Design csa_accum_resolve_flat, sky130hd; sources not shown.
Figure 1. Floorplan with the power grid (run 1).
Scale bar: 20 um. Pins as bars on the die edge.
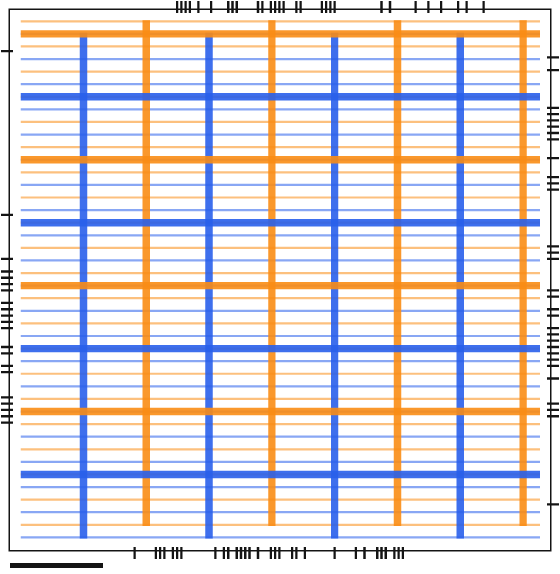
VDD: in orange. VSS: in blue.
The core has 41 rows. 8 straps on met4. 111 signal pins sit on the boundary. 42 met1 rails follow the rows. 8 straps on met5.
maximum VDD drop: 774 uV
area of the core: 12,500 um2
Die Wd: 117 um
Die H: 117 um

Figure 2. Cells colored by class (run 1).
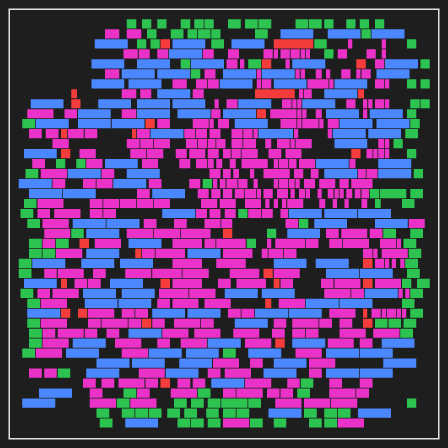
flip-flops: in blue, cells 124. all other logic: in magenta, cells 358. clock drivers and dummy loads: in red, cells 31. other buffers and delay cells: in green, cells 120.
Final Util: 68.1%
Seq area share: 36.4%
Final Cell Area: 8520 um2
row cnt: 41

Figure 3. Clock wires, drivers and flops (run 1).
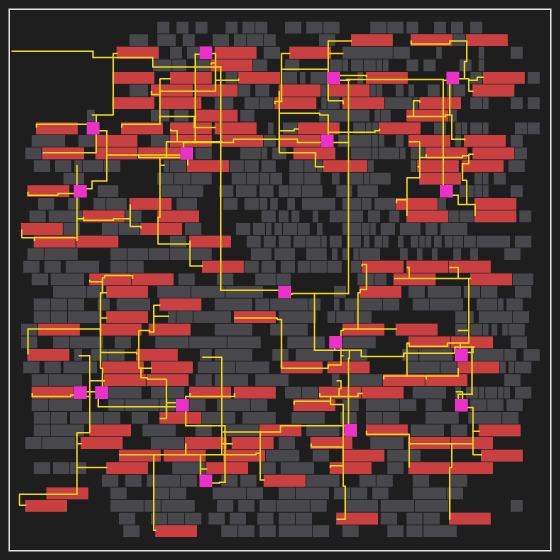
clock wires: in yellow, length 1,580 um. flip-flops: in red, count 124. cells driving clock nets: in magenta, count 17.
Position of the flops: widely spread. There are 18 routed clock nets.
Clk power: 0.000923 W
Clk Latency, worst-skew pair: 570 ps

Figure 4. Routed metal, one color a layer (run 1).
Scale bar: 20 um.
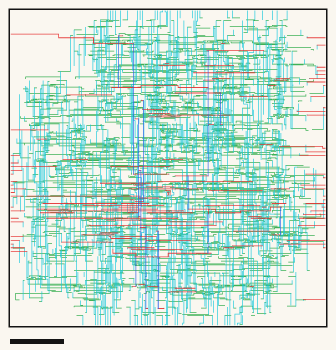
met2: in cyan, wire length 8,450 um. met1: in green, wire length 7,370 um. met3: in red, wire length 1,420 um. met4: in blue, wire length 334 um.
Routed WL per cell: 21.8 um
final WL: 17,600 um
Via Count: 5,055

==> results.yml, run 1 <==
# synthesis and place-and-route metrics
finish:
  n_all_buffers: 120
  num-fill-cells: 932
  largest_class: "logic gates"
  nClkBuffers: 20
  antenna_cells: 0
  ff_count: 124
  lay_top_cells: "123 x dfrtp_1, 77 x clkdlybuf4s50_1, 73 x a32o_1, 64 x fa_1, 40 x buf_4"
  layout-drive-gt1-share_pct: 15.8
  clkCellAreaFrac_pct: 2.97
  mostFrequentLayoutCell: "dfrtp_1"
  final_net_count: 783
  combGateArea_um2: 3780
  flop_area_um2: 3100
  inv_count: 14
  comb_cells: 344
  syn_to_final_growth_pct: 19.9
job:
  drv_cap: 0
  warning_count: 31
final_timing:
  fin_crit_ps: 3270
  slew_headroom_pct: 35.0
  drv_slew: 0
  setup_tns_ps: 0
  worst_pin_slew_ps: 972
  rsz0062_at_grt: "false"
  hold_violations: 0
  whs_ps: 33.8
  finalCritPeriodShare_pct: 90.9
  max_freq_mhz: 306
clocking:
  htree_levels: 4
  cts.clk_slew.worst_paths_ps: 100
  cts_tree: "done"
  cts_root_buf: "clkbuf_4"
  cts_sinks: 124
  cts_made_buffers: 17
  hold_buffers: 0
  cts_buffer_depth: 2
  cts_resized: 0
place:
  place_area_um2: 8270
  pre_cts_slack_ps: 280
  dp_hpwl_um: 13100
  portBuffers: 110
  place_congestion: 0.918
global_route:
  grt_pass1_vias: 5108
  grt_pass1_wl_um: 28000
  grt_usage_pct: 28.3
  grt_remaining_overflow: 0
  antenna_found_initial: 0
  grt_max_degree: 82
power_and_ir_drop:
  power.density_nw_per_um2: 1000
  p_int_w: 0.00426
  p_seq_w: 0.00256
  powerComb_w: 0.00508
  swShare_pct: 50.2
  switching_power_w: 0.00430
  leakagePower_nw: 3.85
synthesis:
  syn_avg_cell_area_um2: 13.7
  ys.flops: 124
  syn-cell-area_um2: 7110
  async_flop_share_pct: 100
  ys_warn_count: 0
  syn_inst: 519
  ys_area_um2: 7110
  ys_cells: 519
  ff_type: "dfrtp_1"
  synth_nets: 681
  ys_seq_share_pct: 43.6
  edf_count: 0
drt:
  first_pass_iters: 5
  highest_layer: "met4"
  wl_met3_um: 1420
  met1_length_um: 7370
  drtAntennaViolNets: 0
  drc: 0
setup_path:
  worst_setup_path_start_kind: "register"
  required_ps: 3900
  worstPathMaxFanout: 11
  arrival_ps: 3570
  r2r_slack_ps: 330
  crit_path_end_kind: "register"
outcome:
  outcome: "finished clean"
min_path:
  hold_path_class: "primary input to asynchronous set/reset pin"
die:
  die_area_um2: 13600
  fp_util_pct: 56.8
  ios: 111
  n_tap_cell: 172
-- run 1: kinds of logic (layout without fill, tap and decap cells) --
| kind of cell | count (synthesis) | in the layout | synth area share [%] |
|---|---|---|---|
| compound gates | 156 | 156 | 19.0 |
| flops | 124 | 124 | 43.6 |
| fa+ha+maj | 93 | 93 | 23.1 |
| simple gates | 63 | 63 | 4.10 |
| buf+inv | 51 | 165 | 3.27 |
| mux | 26 | 26 | 6.09 |
| xor+xnor | 6 | 6 | 0.739 |
-- run 1: synth_stat cells (all sizes together), types with 2 or more instances --
cell type,count,area (um2)
xor2,4,35.0
o31a,2,17.5
buf,18,109
mux2i,5,50.1
inv,13,48.8
a21oi,8,43.8
nand3b,2,27.5
ha,29,363
a32o,73,731
a21o,2,15.0
mux2,8,90.1
a22oi,2,15.0
nor2,14,52.6
fa,64,1280
nor2b,3,18.8
clkbuf,19,71.3
or3,2,12.5
o21ai,12,60.1
a22o,26,228
o211ai,3,22.5
dfrtp,124,3100
mux4,13,293
a211oi,2,15.0
nand2,36,135
o41ai,2,25.0
xnor2,2,17.5
nor3,2,15.0
o31ai,17,128
o21a,3,22.5
-- run 1: layer usage --
| layer | up-vias | GRT usage (%) |
|---|---|---|
| li1 | 2192 | - |
| met5 | - | 0 |
| met3 | 27 | 8.46 |
| met2 | 223 | 42.6 |
| met4 | 0 | 8.71 |
| met1 | 2613 | 40.5 |
-- run 1: critical path, stage by stage (launching register included) --
cell and delay, ps:
dfrtp_1 490, clkinv_1 320, nor2_1 240, a22oi_1 100, o22ai_1 210, fa_1 260, inv_1 60, fa_1 400
nor2b_1 160, o31a_1 180, o31a_1 190, nor2_1 110, mux2_2 280
Figure 5. Track usage over the die (run 1).
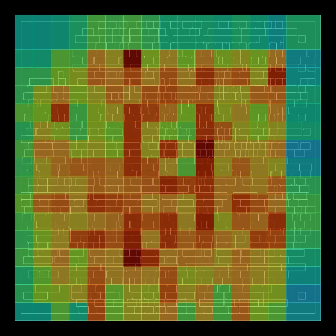

## Run 2: what changed since run 1
Settings changed: RECOVER_POWER set to 100, SLEW_MARGIN 10 to not set.
Figure 6. Track usage over the die (run 2).
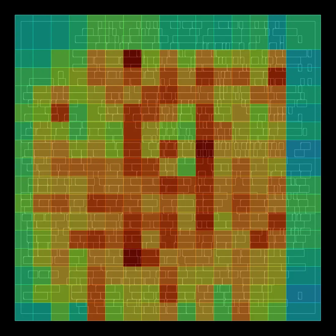
met2 Use GR: 42.6%
met3 Use GR: 8.46%
met1 Use GR: 40.5%
GR peak layer: met2

Figure 7. Clock wires, drivers and flops (run 2).
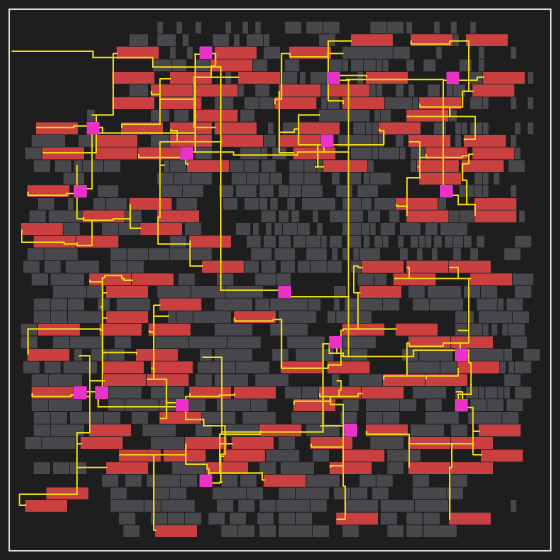
clock wires: in yellow, length 1,590 um. cells driving clock nets: in magenta, count 17. flip-flops: in red, count 124.
There are 18 routed clock nets.
Clk network pwr share: 11.0%
Clk power: 0.000926 W

==> results.yml, run 2 <==
# synthesis and place-and-route metrics
synthesis:
  ys_top_logic_family: "adder cells"
  simple_gate_share_pct: 4.10
  yosysMostFrequentCell: "dfrtp_1"
  aoi_share_pct: 19.0
  ys_area_um2: 7110
  top_cells_by_count: "124 x dfrtp_1, 73 x a32o_1, 64 x fa_1"
  syn-cell-area_um2: 7110
  synth_nets: 681
  ys.flops: 124
  top_area_cell: "dfrtp_1"
  ys_types: 45
  top_cell_area_share_pct: 43.6
  top_cells_by_area: "dfrtp_1 44%, fa_1 18%, a32o_1 10%"
  ff_type: "dfrtp_1"
  synthXorXnorAreaFrac_pct: 0.739
  mux_share_pct: 6.09
  syn_avg_cell_area_um2: 13.7
  edf_count: 0
  adder_share_pct: 23.1
  ys_seq_share_pct: 43.6
  async_flop_share_pct: 100
  ys_cells: 519
  ys_warn_count: 0
  syn_inst: 519
final_timing:
  max_freq_mhz: 306
  finalCritPeriodShare_pct: 90.8
  setup_viol: 0
  worst_pin_slew_ps: 2780
  rsz0062_at_grt: "false"
  setup_tns_ps: 0
  drv_slew: 208
  hold_violations: 0
  fin_crit_ps: 3270
  slew_headroom_pct: -85.6
global_route:
  grt_usage_pct: 28.3
  grt_max_degree: 82
  antenna_found_initial: 0
  grt_remaining_overflow: 0
  grt_pass1_vias: 5108
  grt_pass1_wl_um: 28000
min_path:
  hold_path_class: "register to register"
  worstHoldPathCells: 2
finish:
  final_net_count: 783
  layout-drive-gt1-share_pct: 10.6
  antenna_cells: 0
  syn_to_final_growth_pct: 17.8
  lay_top_cells: "123 x dfrtp_1, 73 x a32o_1, 66 x clkdlybuf4s50_1, 64 x fa_1, 36 x nand2_1"
  flop_area_um2: 3100
  combGateArea_um2: 3780
  mostFrequentLayoutCell: "dfrtp_1"
  num-fill-cells: 980
setup_path:
  worst_setup_path_start_kind: "register"
  criticalPathCategory: "register to register"
  arrival_ps: 3570
  r2r_slack_ps: 330
  required_ps: 3910
  crit_path_end_kind: "register"
  reg2reg_depth: 12
  worstPathMaxFanout: 11
clocking:
  htree_levels: 4
  clkLatencyLatePin_ps: 570
  cts_tree: "done"
  cts_made_buffers: 17
  cts.clk_slew.worst_paths_ps: 100
  cts_root_buf: "clkbuf_4"
  cts_sinks: 124
  cts_setup_buffers: 0
  cts_buffer_depth: 2
job:
  drv_cap: 3
  warning_count: 31
outcome:
  outcome: "finished with violations"
  failed_checks: "capacitance limit, slew limit"
die:
  die_x_um: 117
  ios: 111
  rows: 41
  die_area_um2: 13600
  core-area_um2: 12500
  die_y_um: 117
  fp_util_pct: 56.8
place:
  dp_hpwl_um: 13100
  place_area_um2: 8270
  place_congestion: 0.918
  portBuffers: 110
drt:
  routed_wl_um: 17600
  vias_per_cell: 6.30
  drtAntennaViolNets: 0
  drt-wirelength-per-cell_um: 21.9
  initialDrtViolationCount: 507
  route.vias.total: 5069
  drc: 0
  first_pass_iters: 5
power_and_ir_drop:
  power.density_nw_per_um2: 1010
  vdd_drop_max_uv: 757
  finalPower_w: 0.00844
  leakagePower_nw: 3.75
Figure 8. Cells colored by class (run 2).
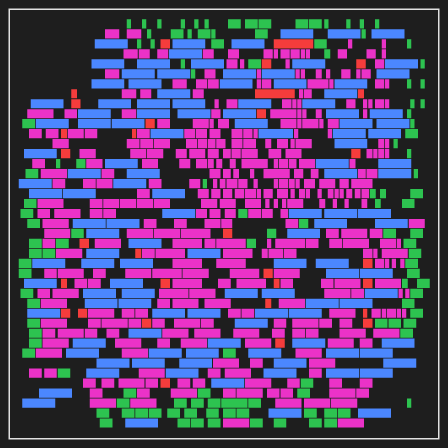
clock drivers and dummy loads: in red, cells 31. all other logic: in magenta, cells 358. flip-flops: in blue, cells 124. other buffers and delay cells: in green, cells 120.
Final Cell Area: 8380 um2
Final Util: 66.9%

## run 2: cell counts after synthesis
No cell type changed its count.
## run 2: repair_timing
item                       in CTS  in global routing
resized                         0                  1
setup endpoints to repair       0                  1
hold buffers                    0                  0
## run 2: metrics by stage
step	setup WS, ps	cells	hold WS (ps)
after global placement	433	774	311
final	333	805	336
after floorplan	325	519	274
after detailed placement	280	774	322
after CTS	241	805	26.7
after global routing	42.2	805	363
## run 2: report_power, final
| group | switching (W) | internal (W) | total, W |
|---|---|---|---|
| sequential | 0.000651 | 0.00191 | 0.00256 |
| combinational | 0.00315 | 0.00181 | 0.00496 |
| clock | 0.000509 | 0.000417 | 0.000926 |
## run 2: worst max-delay path, cell delays in order (launching register included)
cell	delay, ps
dfrtp_1	490
clkinv_1	320
nor2_1	240
a22oi_1	100
o22ai_1	210
fa_1	260
inv_1	60
fa_1	400
nor2b_1	160
o31a_1	180
o31a_1	190
nor2_1	110
mux2_2	280
## run 2: final cells by class
| class | count | area share (%) |
|---|---|---|
| Inverter | 14 | 0.627 |
| Sequential cell | 124 | 37.1 |
| Multi-Input combinational cell | 344 | 45.1 |
| Clock inverter | 11 | 1.22 |
| Clock buffer | 20 | 1.79 |
| Tap cell | 172 | 2.57 |
| Timing Repair Buffer | 120 | 11.6 |
## run 2: kinds of logic (layout without fill, tap and decap cells)
group,Yosys count,after routing
AOI/OAI and AO/OA,156,156
xor gates and xnor gates,6,6
adders and majority gates,93,93
buffers and inverters,51,165
DFF,124,124
muxes,26,26
and+or+nand+nor,63,63
## run 2: routing by layer
layer,share of wire (%),up-vias,GRT usage [%],routed length [um]
met2,48,236,42.6,8370
li1,-,2193,-,-
met1,42,2613,40.5,7370
met3,8.6,27,8.46,1520
met5,0,-,0,0
met4,2.0,0,8.71,355
Power and IR drop assume default switching activity.
